File: src/rtl/logic_unit_acc.sv
// Registered bitwise logic unit with valid/ready on both sides and a multi-beat accumulate mode.
// Latency 1 cycle; in_ready = !out_valid || out_ready, so a stalled result blocks new beats.
module logic_unit_acc #(
  parameter int WIDTH = 16,
  parameter int CNT_W = 8
) (
  input  logic             clk,
  input  logic             rst,
  input  logic             in_valid,
  output logic             in_ready,
  input  logic [2:0]       in_op,
  input  logic [WIDTH-1:0] in_a,
  input  logic [WIDTH-1:0] in_b,
  input  logic             in_acc,
  input  logic             in_last,
  output logic             out_valid,
  input  logic             out_ready,
  output logic [WIDTH-1:0] out_data,
  output logic             out_zero,
  output logic             out_ones,
  output logic [CNT_W-1:0] out_count
);

  typedef enum logic {IDLE, ACCUM} state_t;

  state_t           state_q, state_d;
  logic [WIDTH-1:0] acc_q, acc_d;
  logic [CNT_W-1:0] cnt_q, cnt_d;
  logic             out_valid_q, out_valid_d;
  logic [WIDTH-1:0] out_data_q, out_data_d;
  logic             out_zero_q, out_zero_d;
  logic             out_ones_q, out_ones_d;
  logic [CNT_W-1:0] out_count_q, out_count_d;

  logic             accept, emit;
  logic [WIDTH-1:0] x, r;
  logic [CNT_W-1:0] cnt_base, cnt_inc;

  assign in_ready = !out_valid_q || out_ready;

  always_comb begin
    accept = in_valid && in_ready;
    emit   = out_valid_q && out_ready;

    // The accumulator only stands in for operand A while a burst is open.
    x = (state_q == ACCUM && in_acc) ? acc_q : in_a;

    r = ~x;
    case (in_op)
      3'd0: r = x & in_b;
      3'd1: r = x | in_b;
      3'd2: r = x ^ in_b;
      3'd3: r = ~(x & in_b);
      3'd4: r = ~(x | in_b);
      3'd5: r = ~(x ^ in_b);
      3'd6: r = x & ~in_b;
      3'd7: r = ~x;
      default: r = ~x;
    endcase

    cnt_base = (state_q == ACCUM) ? cnt_q : '0;
    cnt_inc  = (&cnt_base) ? cnt_base : cnt_base + CNT_W'(1);

    state_d     = state_q;
    acc_d       = acc_q;
    cnt_d       = cnt_q;
    out_valid_d = out_valid_q;
    out_data_d  = out_data_q;
    out_zero_d  = out_zero_q;
    out_ones_d  = out_ones_q;
    out_count_d = out_count_q;

    if (emit) begin
      out_valid_d = 1'b0;
    end

    if (accept) begin
      if (in_last) begin
        out_valid_d = 1'b1;
        out_data_d  = r;
        out_zero_d  = (r == '0);
        out_ones_d  = &r;
        out_count_d = cnt_inc;
        acc_d       = '0;
        cnt_d       = '0;
        state_d     = IDLE;
      end else begin
        acc_d   = r;
        cnt_d   = cnt_inc;
        state_d = ACCUM;
      end
    end
  end

  always_ff @(posedge clk or posedge rst) begin
    if (rst) begin
      state_q     <= IDLE;
      acc_q       <= '0;
      cnt_q       <= '0;
      out_valid_q <= 1'b0;
      out_data_q  <= '0;
      out_zero_q  <= 1'b0;
      out_ones_q  <= 1'b0;
      out_count_q <= '0;
    end else begin
      state_q     <= state_d;
      acc_q       <= acc_d;
      cnt_q       <= cnt_d;
      out_valid_q <= out_valid_d;
      out_data_q  <= out_data_d;
      out_zero_q  <= out_zero_d;
      out_ones_q  <= out_ones_d;
      out_count_q <= out_count_d;
    end
  end

  assign out_valid = out_valid_q;
  assign out_data  = out_data_q;
  assign out_zero  = out_zero_q;
  assign out_ones  = out_ones_q;
  assign out_count = out_count_q;

endmodule

File: config.mk
export PLATFORM = sky130hd
export DESIGN_NAME = logic_unit_acc
export DESIGN_NICKNAME = d
export VERILOG_FILES = /design/src/rtl/logic_unit_acc.sv
export SDC_FILE = /design/constraint.sdc
export NUM_CORES = 1
export LEC_CHECK = 0
export CORE_MARGIN = 8
export CORE_UTILIZATION = 61
export CTS_BUF_LIST = sky130_fd_sc_hd__clkbuf_4 sky130_fd_sc_hd__clkbuf_8
export CTS_CLUSTER_DIAMETER = 40
export DETAILED_ROUTE_END_ITERATION = 6
export PLACE_DENSITY = 0.95
export SLEW_MARGIN = 20
export SYNTH_ARGS = -nofsm -noshare
export SYNTH_HDL_FRONTEND = slang
export SYNTH_SLANG_ARGS = --single-unit
File: constraint.sdc
create_clock -name clk -period 4.9 [get_ports clk]
set_input_delay 0.735 -clock clk [delete_from_list [all_inputs] [get_ports clk]]
set_output_delay 0.735 -clock clk [all_outputs]
set_load 0.03 [all_outputs]
Fig. 1: run 1, track usage over the die
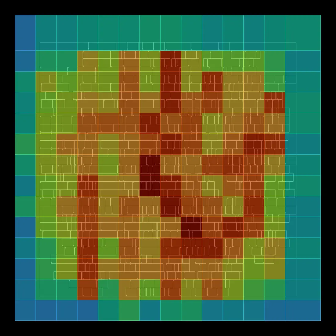
most heavily used metal layer in global routing: met2
routing usage on met3: 4.40%
met1 global-route usage: 29.4%
final core utilization: 73.3%
routed wire length per instance: 18.2 microns

Fig. 2: run 1, signal wires on met2
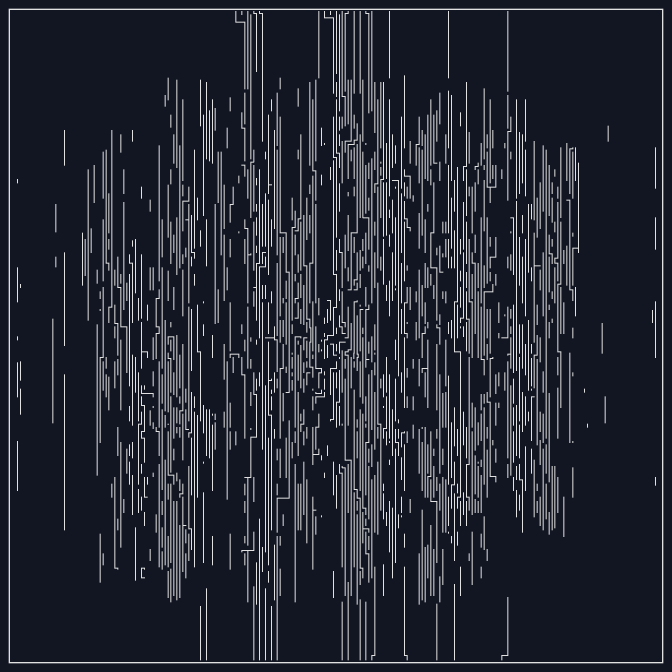
share of all routed wire: 49%
wire length on this layer: 5,890 microns
wire length after detailed routing: 12,100 microns
met2 Track Usage GR: 39.2%
via total after detailed routing: 4,135

==> results_tabular.tex, run 1 <==
% Synthesis and place-and-route results
\begin{tabular}{lr}
\hline
Metric & Value \\
\hline
\multicolumn{2}{l}{\textbf{Run status}} \\
Run status & completed \\
\multicolumn{2}{l}{\textbf{Clocking}} \\
H-tree Lvls & 2 \\
CTS resizes & 0 \\
Insertion delay at the late pin of the worst-skew pair & around 300 ps \\
Count of clock tree sinks & roughly 52 \\
Reg clk slew, reported paths & $\sim$90 ps \\
\multicolumn{2}{l}{\textbf{Setup path}} \\
Critical path data required time & 5100 ps \\
Cell family with most CP delay & AND-OR/OR-AND gates \\
Critical Path Source Type & input pin \\
Setup slack on the worst flop-to-flop path & 1410 ps \\
Max FO, Critical Path & 20 \\
Crit Reg-Reg Startpoint & state\_q\$\_DFFE\_PP0P\_ \\
Nature of the critical path endpoint & flop \\
\multicolumn{2}{l}{\textbf{Job}} \\
OpenROAD warning count & 58 \\
Max-cap viol count & 0 \\
\multicolumn{2}{l}{\textbf{Logic synthesis}} \\
Yosys chip area & 4460 sq um \\
Number of unique standard cell types used by synthesis & 67 \\
Area of the mapped netlist & 4460 sq um \\
FF+latch count, synth & 52 \\
\multicolumn{2}{l}{\textbf{Pwr}} \\
Share of power burned in registers & 38.1\% \\
Net switching share of the total power & about 36\% \\
Leakage Power & approximately 2.4 nW \\
Power density of the placed cells & 266 nW/um\^{}2 \\
IR Drop Worst-Case VDD & between 0.2 and 0.25 mV \\
Share of total power in combinational logic & 41.2\% \\
\multicolumn{2}{l}{\textbf{Place}} \\
Half-perimeter wire length after detailed placement & 9270 microns \\
Global placement routability congestion & 0.965 \\
\multicolumn{2}{l}{\textbf{Final timing}} \\
Transition time of the tightest slew-check pin & 1010 ps \\
Final number of max-transition violations & 0 \\
Final critical-path required period & 3670 ps \\
\# setup viols final & 0 \\
\multicolumn{2}{l}{\textbf{Final layout}} \\
Most frequently placed logic cell in the final layout & sky130\_fd\_sc\_hd\_\_clkdlybuf4s50\_1 \\
Share of cells above drive strength 1 & 8.54\% \\
Most used cells in the layout excluding fill and tap cells & sky130\_fd\_sc\_hd\_\_clkdlybuf4s50\_1 (68), sky130\_fd\_sc\_hd\_\_nand2\_1 (55), sky130\_fd\_sc\_hd\_\_dfrtp\_1 (52), sky130\_fd\_sc\_hd\_\_ha\_1 (49), sky130\_fd\_sc\_hd\_\_inv\_1 (39) \\
Reg area & about 1300 sq um \\
\multicolumn{2}{l}{\textbf{Worst hold path}} \\
End point of the most critical hold path & acc\_q[13]\$\_DFFE\_PP0P\_ \\
Kind of path behind the tightest hold check & reg -> reg \\
\multicolumn{2}{l}{\textbf{Global routing}} \\
Pin count of the biggest net entering global routing & 53 \\
Final global-route overflow total & 0 \\
Global-route wire length before repair & just under 20,000 microns \\
\multicolumn{2}{l}{\textbf{Detailed routing}} \\
First drt pass iteration count & 5 \\
\multicolumn{2}{l}{\textbf{Die}} \\
Standard-cell row count & 31 \\
Overall die width & 102 microns \\
\hline
\end{tabular}
Fig. 3: run 1, routed metal, one color a layer
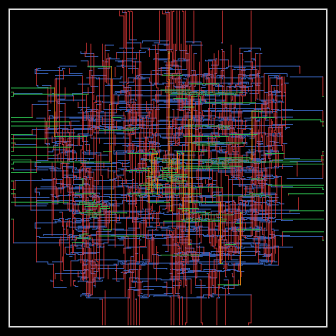
legend:
  M3:
    color: green
    wire_length: 1,030 microns
  M4:
    color: orange
    wire_length: 319 microns
  M2:
    color: red
    wire_length: 5,890 microns
  M1:
    color: blue
    wire_length: 4,820 microns
global routing usage summed across all routing layers: 23.6%

Fig. 4: run 1, placement density heat map
The die is cut into 10 by 10 equal tiles; white is low, dark blue is high, 0 to 100% covered.
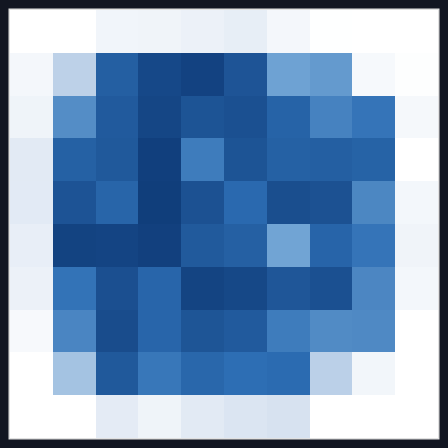
fullest tile: 95%
densest ninth of the die: center
nearly empty tiles: 15%
Core Box Area: 7180 sq um
Init Core Util: 62.2%

-- run 1: area by class of cell --
class                      instances  share of cell area (%)
multi-input combinational        386                    53.9
clock buffer                       6                    1.45
tap                               99                    2.36
inverter                          42                    3.02
clock inverter                     2                   0.667
timing repair buffer              74                    13.8
sequential                        52                    24.8
-- run 1: per-layer routing --
layer / share of wire [%] / global-route usage, % / vias up / wire (microns)
met2: 49 / 39.2 / 211 / 5890
li1: - / - / 1926 / -
met3: 8.5 / 4.40 / 36 / 1030
met1: 40 / 29.4 / 1962 / 4820
met5: 0 / 0 / - / 0
met4: 2.6 / 9.97 / 0 / 318
-- run 1: tightest hold or removal path, delay by kind of cell (launching register included) --
kind	cells	cell delay [ps]
DFF	1	350
and+or+nand+nor	1	40
AOI/OAI and AO/OA	1	60
-- run 1: stage by stage --
step | hold slack [ps] | cell area (sq um) | instances | util [%]
finish | 484 | 5260 | 661 | 73.3
global route | 514 | 5260 | 661 | 73.3
CTS | 489 | 5260 | 661 | 73.2
detailed placement | 468 | 5140 | 653 | 71.7
global placement | 459 | 5140 | 653 | 71.7
floorplan | 442 | 4460 | 511 | -
-- run 1: power groups by stage --
stage	Combinational (mW)	Sequential, mW	Clock, mW
after CTS	0.572	0.531	0.295
after detailed placement	0.568	0.538	0
final	0.575	0.532	0.289
after global placement	0.548	0.535	0
after global routing	0.621	0.537	0.310
after floorplan	0.303	0.602	0
-- run 1: sequential cells by signal, summed over array words and instances, names as in the netlist --
name / count
acc_q: 16
cnt_q: 8
out_count: 8
out_data: 16
out_ones: 1
out_valid: 1
out_zero: 1
state_q: 1
-- run 1: cells in the mapped netlist, types with 12 or more instances --
cell type,instances,share of area (%)
sky130_fd_sc_hd__buf_2,14,1.6
sky130_fd_sc_hd__dfrtp_1,52,29
sky130_fd_sc_hd__nand2b_1,15,2.1
sky130_fd_sc_hd__mux2_2,19,4.8
sky130_fd_sc_hd__inv_1,40,3.4
sky130_fd_sc_hd__ha_1,49,14
sky130_fd_sc_hd__o21ai_0,33,3.7
sky130_fd_sc_hd__a21oi_1,25,2.8
sky130_fd_sc_hd__a22o_1,14,2.7
sky130_fd_sc_hd__nor2_1,22,1.9
sky130_fd_sc_hd__mux2i_1,15,3.4
sky130_fd_sc_hd__nand2_1,55,4.6
sky130_fd_sc_hd__clkbuf_1,12,1.0
-- run 1: worst max-delay path by stage --
| stage | end | depth (start not counted) | start | slack [ps] |
|---|---|---|---|---|
| floorplan | out_ones$_DFFE_PP0P_ | 12 | in_acc | 2000 |
| global placement | out_zero$_DFFE_PP0P_ | 11 | in_acc | 1190 |
| detailed placement | out_ones$_DFFE_PP0P_ | 11 | in_acc | 1100 |
| CTS | out_ones$_DFFE_PP0P_ | 12 | in_acc | 1400 |
| global route | out_ones$_DFFE_PP0P_ | 12 | in_acc | 1110 |
| finish | out_ones$_DFFE_PP0P_ | 12 | in_acc | 1230 |
-- run 1: cell families after synthesis --
logic type | share of synthesized area (%)
AND/OR/NAND/NOR | 18.9
AND-OR/OR-AND | 21.1
buffers and inverters | 7.32
flip-flops | 29.2
adder cells (fa/ha/maj) | 13.7
multiplexers | 8.66
XOR/XNOR | 1.18
Fig. 5: run 1, logic cells by family
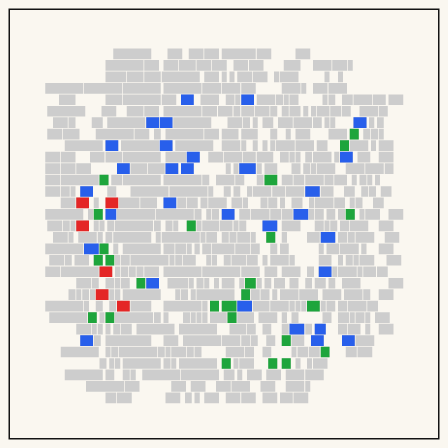

==> run 2: changes to the inputs <==
--- a/config.mk
+++ b/config.mk
@@ -6,11 +6,11 @@
 export NUM_CORES = 1
 export LEC_CHECK = 0
 export CORE_MARGIN = 8
-export CORE_UTILIZATION = 61
+export CORE_UTILIZATION = 51
 export CTS_BUF_LIST = sky130_fd_sc_hd__clkbuf_4 sky130_fd_sc_hd__clkbuf_8
 export CTS_CLUSTER_DIAMETER = 40
 export DETAILED_ROUTE_END_ITERATION = 6
-export PLACE_DENSITY = 0.95
+export PLACE_DENSITY = 0.85
 export SLEW_MARGIN = 20
 export SYNTH_ARGS = -nofsm -noshare
 export SYNTH_HDL_FRONTEND = slang
==> constraint.sdc (replaced) <==
create_clock -name clk -period 3.2 [get_ports clk]
set_input_delay 0.48 -clock clk [delete_from_list [all_inputs] [get_ports clk]]
set_output_delay 0.48 -clock clk [all_outputs]
set_load 0.03 [all_outputs]
Fig. 6: run 2, logic cells by family
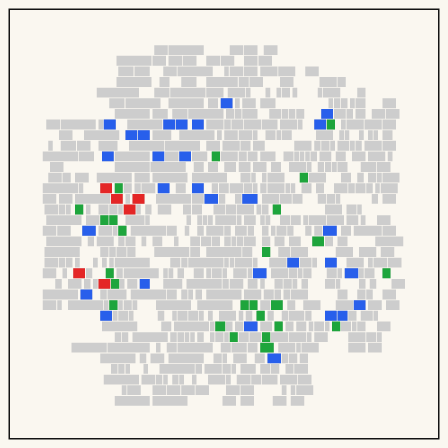
legend:
  and/or cells:
    color: green
    cells: 25
  non-inverting ao/oa cells:
    color: blue
    cells: 30
  xor and xnor cells:
    color: red
    cells: 6
    where: middle left
most frequently placed logic cell in the final layout: sky130_fd_sc_hd__clkdlybuf4s50_1
count of non-filler cells in the finished layout: 706
multi-input combinational area share: 50.8%

==> results_tabular.tex, run 2 <==
% Synthesis and place-and-route results
\begin{tabular}{lr}
\hline
Metric & Value \\
\hline
\multicolumn{2}{l}{\textbf{Clocking}} \\
Count of clock tree sinks & 52 (unchanged) \\
CTS resizes & 0 (unchanged) \\
H-tree Lvls & 2 (unchanged) \\
Reg clk slew, reported paths & 90 ps (about the same) \\
Insertion delay at the late pin of the worst-skew pair & 300 ps (about the same) \\
\multicolumn{2}{l}{\textbf{Setup path}} \\
Nature of the critical path endpoint & flop \\
Critical path data required time & 3400 ps (-1700 ps) \\
Max FO, Critical Path & 12 (-40\%) \\
\multicolumn{2}{l}{\textbf{Logic synthesis}} \\
Area of the mapped netlist & 4460 sq um (unchanged) \\
Area contributors post-synth & sky130\_fd\_sc\_hd\_\_dfrtp\_1 (29\%), sky130\_fd\_sc\_hd\_\_ha\_1 (14\%), sky130\_fd\_sc\_hd\_\_mux2\_2 (4.8\%) \\
Yosys chip area & 4460 sq um (unchanged) \\
Count leader, synth & sky130\_fd\_sc\_hd\_\_nand2\_1 \\
Basic Gates by Area & 18.9\% (unchanged) \\
FF+latch count, synth & 52 (unchanged) \\
Most numerous cell types in the synthesized netlist & sky130\_fd\_sc\_hd\_\_nand2\_1 (55), sky130\_fd\_sc\_hd\_\_dfrtp\_1 (52), sky130\_fd\_sc\_hd\_\_ha\_1 (49), sky130\_fd\_sc\_hd\_\_inv\_1 (40), sky130\_fd\_sc\_hd\_\_o21ai\_0 (33) \\
Combinational family with the most area after synthesis & AND-OR/OR-AND gates \\
Xor/xnor cell area share of the yosys netlist & 1.18\% (unchanged) \\
Top-area cell share & 29.2\% (unchanged) \\
Post-synth mux share & 8.66\% (unchanged) \\
\multicolumn{2}{l}{\textbf{Die}} \\
Standard-cell row count & 34 (+9.7\%) \\
Overall die width & 110 microns (+7.9\%) \\
Core Box Area & 8590 sq um (+20\%) \\
Init Core Util & 51.9\% (-10 points) \\
\multicolumn{2}{l}{\textbf{Final timing}} \\
Final number of max-transition violations & 0 (unchanged) \\
Final critical-path required period & slightly above 3000 ps \\
\multicolumn{2}{l}{\textbf{Final layout}} \\
Most used cells in the layout excluding fill and tap cells & sky130\_fd\_sc\_hd\_\_clkdlybuf4s50\_1 (68), sky130\_fd\_sc\_hd\_\_nand2\_1 (55), sky130\_fd\_sc\_hd\_\_dfrtp\_1 (52), sky130\_fd\_sc\_hd\_\_ha\_1 (49), sky130\_fd\_sc\_hd\_\_buf\_4 (41) \\
Share of cells above drive strength 1 & 14.0\% (+5.5 points) \\
\multicolumn{2}{l}{\textbf{Worst hold path}} \\
Kind of path behind the tightest hold check & reg -> reg \\
\multicolumn{2}{l}{\textbf{Global routing}} \\
Final global-route overflow total & 0 (unchanged) \\
Global routing usage summed across all routing layers & 21.1\% (-2.5 points) \\
Global-route wire length before repair & 20,600 microns (+4.6\%) \\
\multicolumn{2}{l}{\textbf{Job}} \\
OpenROAD warning count & 58 (unchanged) \\
\multicolumn{2}{l}{\textbf{Run status}} \\
Run status & completed \\
\multicolumn{2}{l}{\textbf{Detailed routing}} \\
Wire length after detailed routing & 12,700 microns (+5.3\%) \\
Via total after detailed routing & 4,310 (+4.2\%) \\
First drt pass iteration count & 5 (unchanged) \\
\multicolumn{2}{l}{\textbf{Place}} \\
Half-perimeter wire length after detailed placement & 9670 microns (+4.2\%) \\
\multicolumn{2}{l}{\textbf{Pwr}} \\
Leakage Power & 2.61 nW (+7.9\%) \\
Power density of the placed cells & 410 nW/um\^{}2 (+54\%) \\
\hline
\end{tabular}
## run 2: what timing repair did
item	CTS	global route
setup endpoints to repair	0	1
setup buffers	0	7
hold buffers	0	0
## run 2: per-stage QoR
stage	area (sq um)	setup WS [ps]	total power [mW]	std cells	util [%]
global route	5590	25.7	2.41	706	65.0
global placement	5410	15.4	1.73	692	62.9
finish	5590	128	2.29	706	65.0
detailed placement	5410	-74.2	1.77	692	62.9
floorplan	4460	533	1.39	511	-
CTS	5530	232	2.28	699	64.4
## run 2: metal layers
metal,share of wire [%],track usage (%),up-vias
met1,41,27.0,2047
met2,47,34.5,218
met3,8.8,4.04,44
li1,-,-,2001
met5,0,0,-
met4,3.0,7.91,0
## run 2: logic make-up after synthesis
| kind of cell | Yosys count |
|---|---|
| AND/OR/NAND/NOR | 160 |
| adder cells (fa/ha/maj) | 49 |
| buffers and inverters | 73 |
| AND-OR/OR-AND | 136 |
| flip-flops | 52 |
| XOR/XNOR | 6 |
| multiplexers | 35 |
## run 2: final cells by class
| class | count | area (sq um) |
|---|---|---|
| Tap cell | 108 | 135 |
| Clock buffer | 5 | 68.8 |
| Multi-Input combinational cell | 386 | 2840 |
| Sequential cell | 52 | 1300 |
| Clock inverter | 2 | 60.1 |
| Fill cell | 678 | 3010 |
| Timing Repair Buffer | 111 | 1030 |
| Inverter | 42 | 158 |
## run 2: power breakdown
part / switching (mW) / internal [mW]
registers: 0.0624 / 0.749
clock network: 0.200 / 0.308
logic: 0.530 / 0.440
## run 2: final timing paths
path / from / endpoint / depth (start not counted) / slack, ps
setup / recovery: in_acc / out_ones$_DFFE_PP0P_ / 12 / 130
max in group asynchronous: rst / acc_q[7]$_DFFE_PP0P_ / 3 / 1920
hold / removal: out_data[6]$_DFFE_PP0P_ / out_data[6]$_DFFE_PP0P_ / 2 / 490
setup reg to reg: state_q$_DFFE_PP0P_ / out_ones$_DFFE_PP0P_ / 11 / 310
hold reg to reg: out_data[6]$_DFFE_PP0P_ / out_data[6]$_DFFE_PP0P_ / 2 / 490
min in group asynchronous: rst / out_data[15]$_DFFE_PP0P_ / 2 / 510
## run 2: worst min-delay path: stages (launching register included)
cell and delay, ps:
sky130_fd_sc_hd__dfrtp_1 350, sky130_fd_sc_hd__nand2_1 40, sky130_fd_sc_hd__o21ai_0 60
Power and IR drop assume default switching activity.
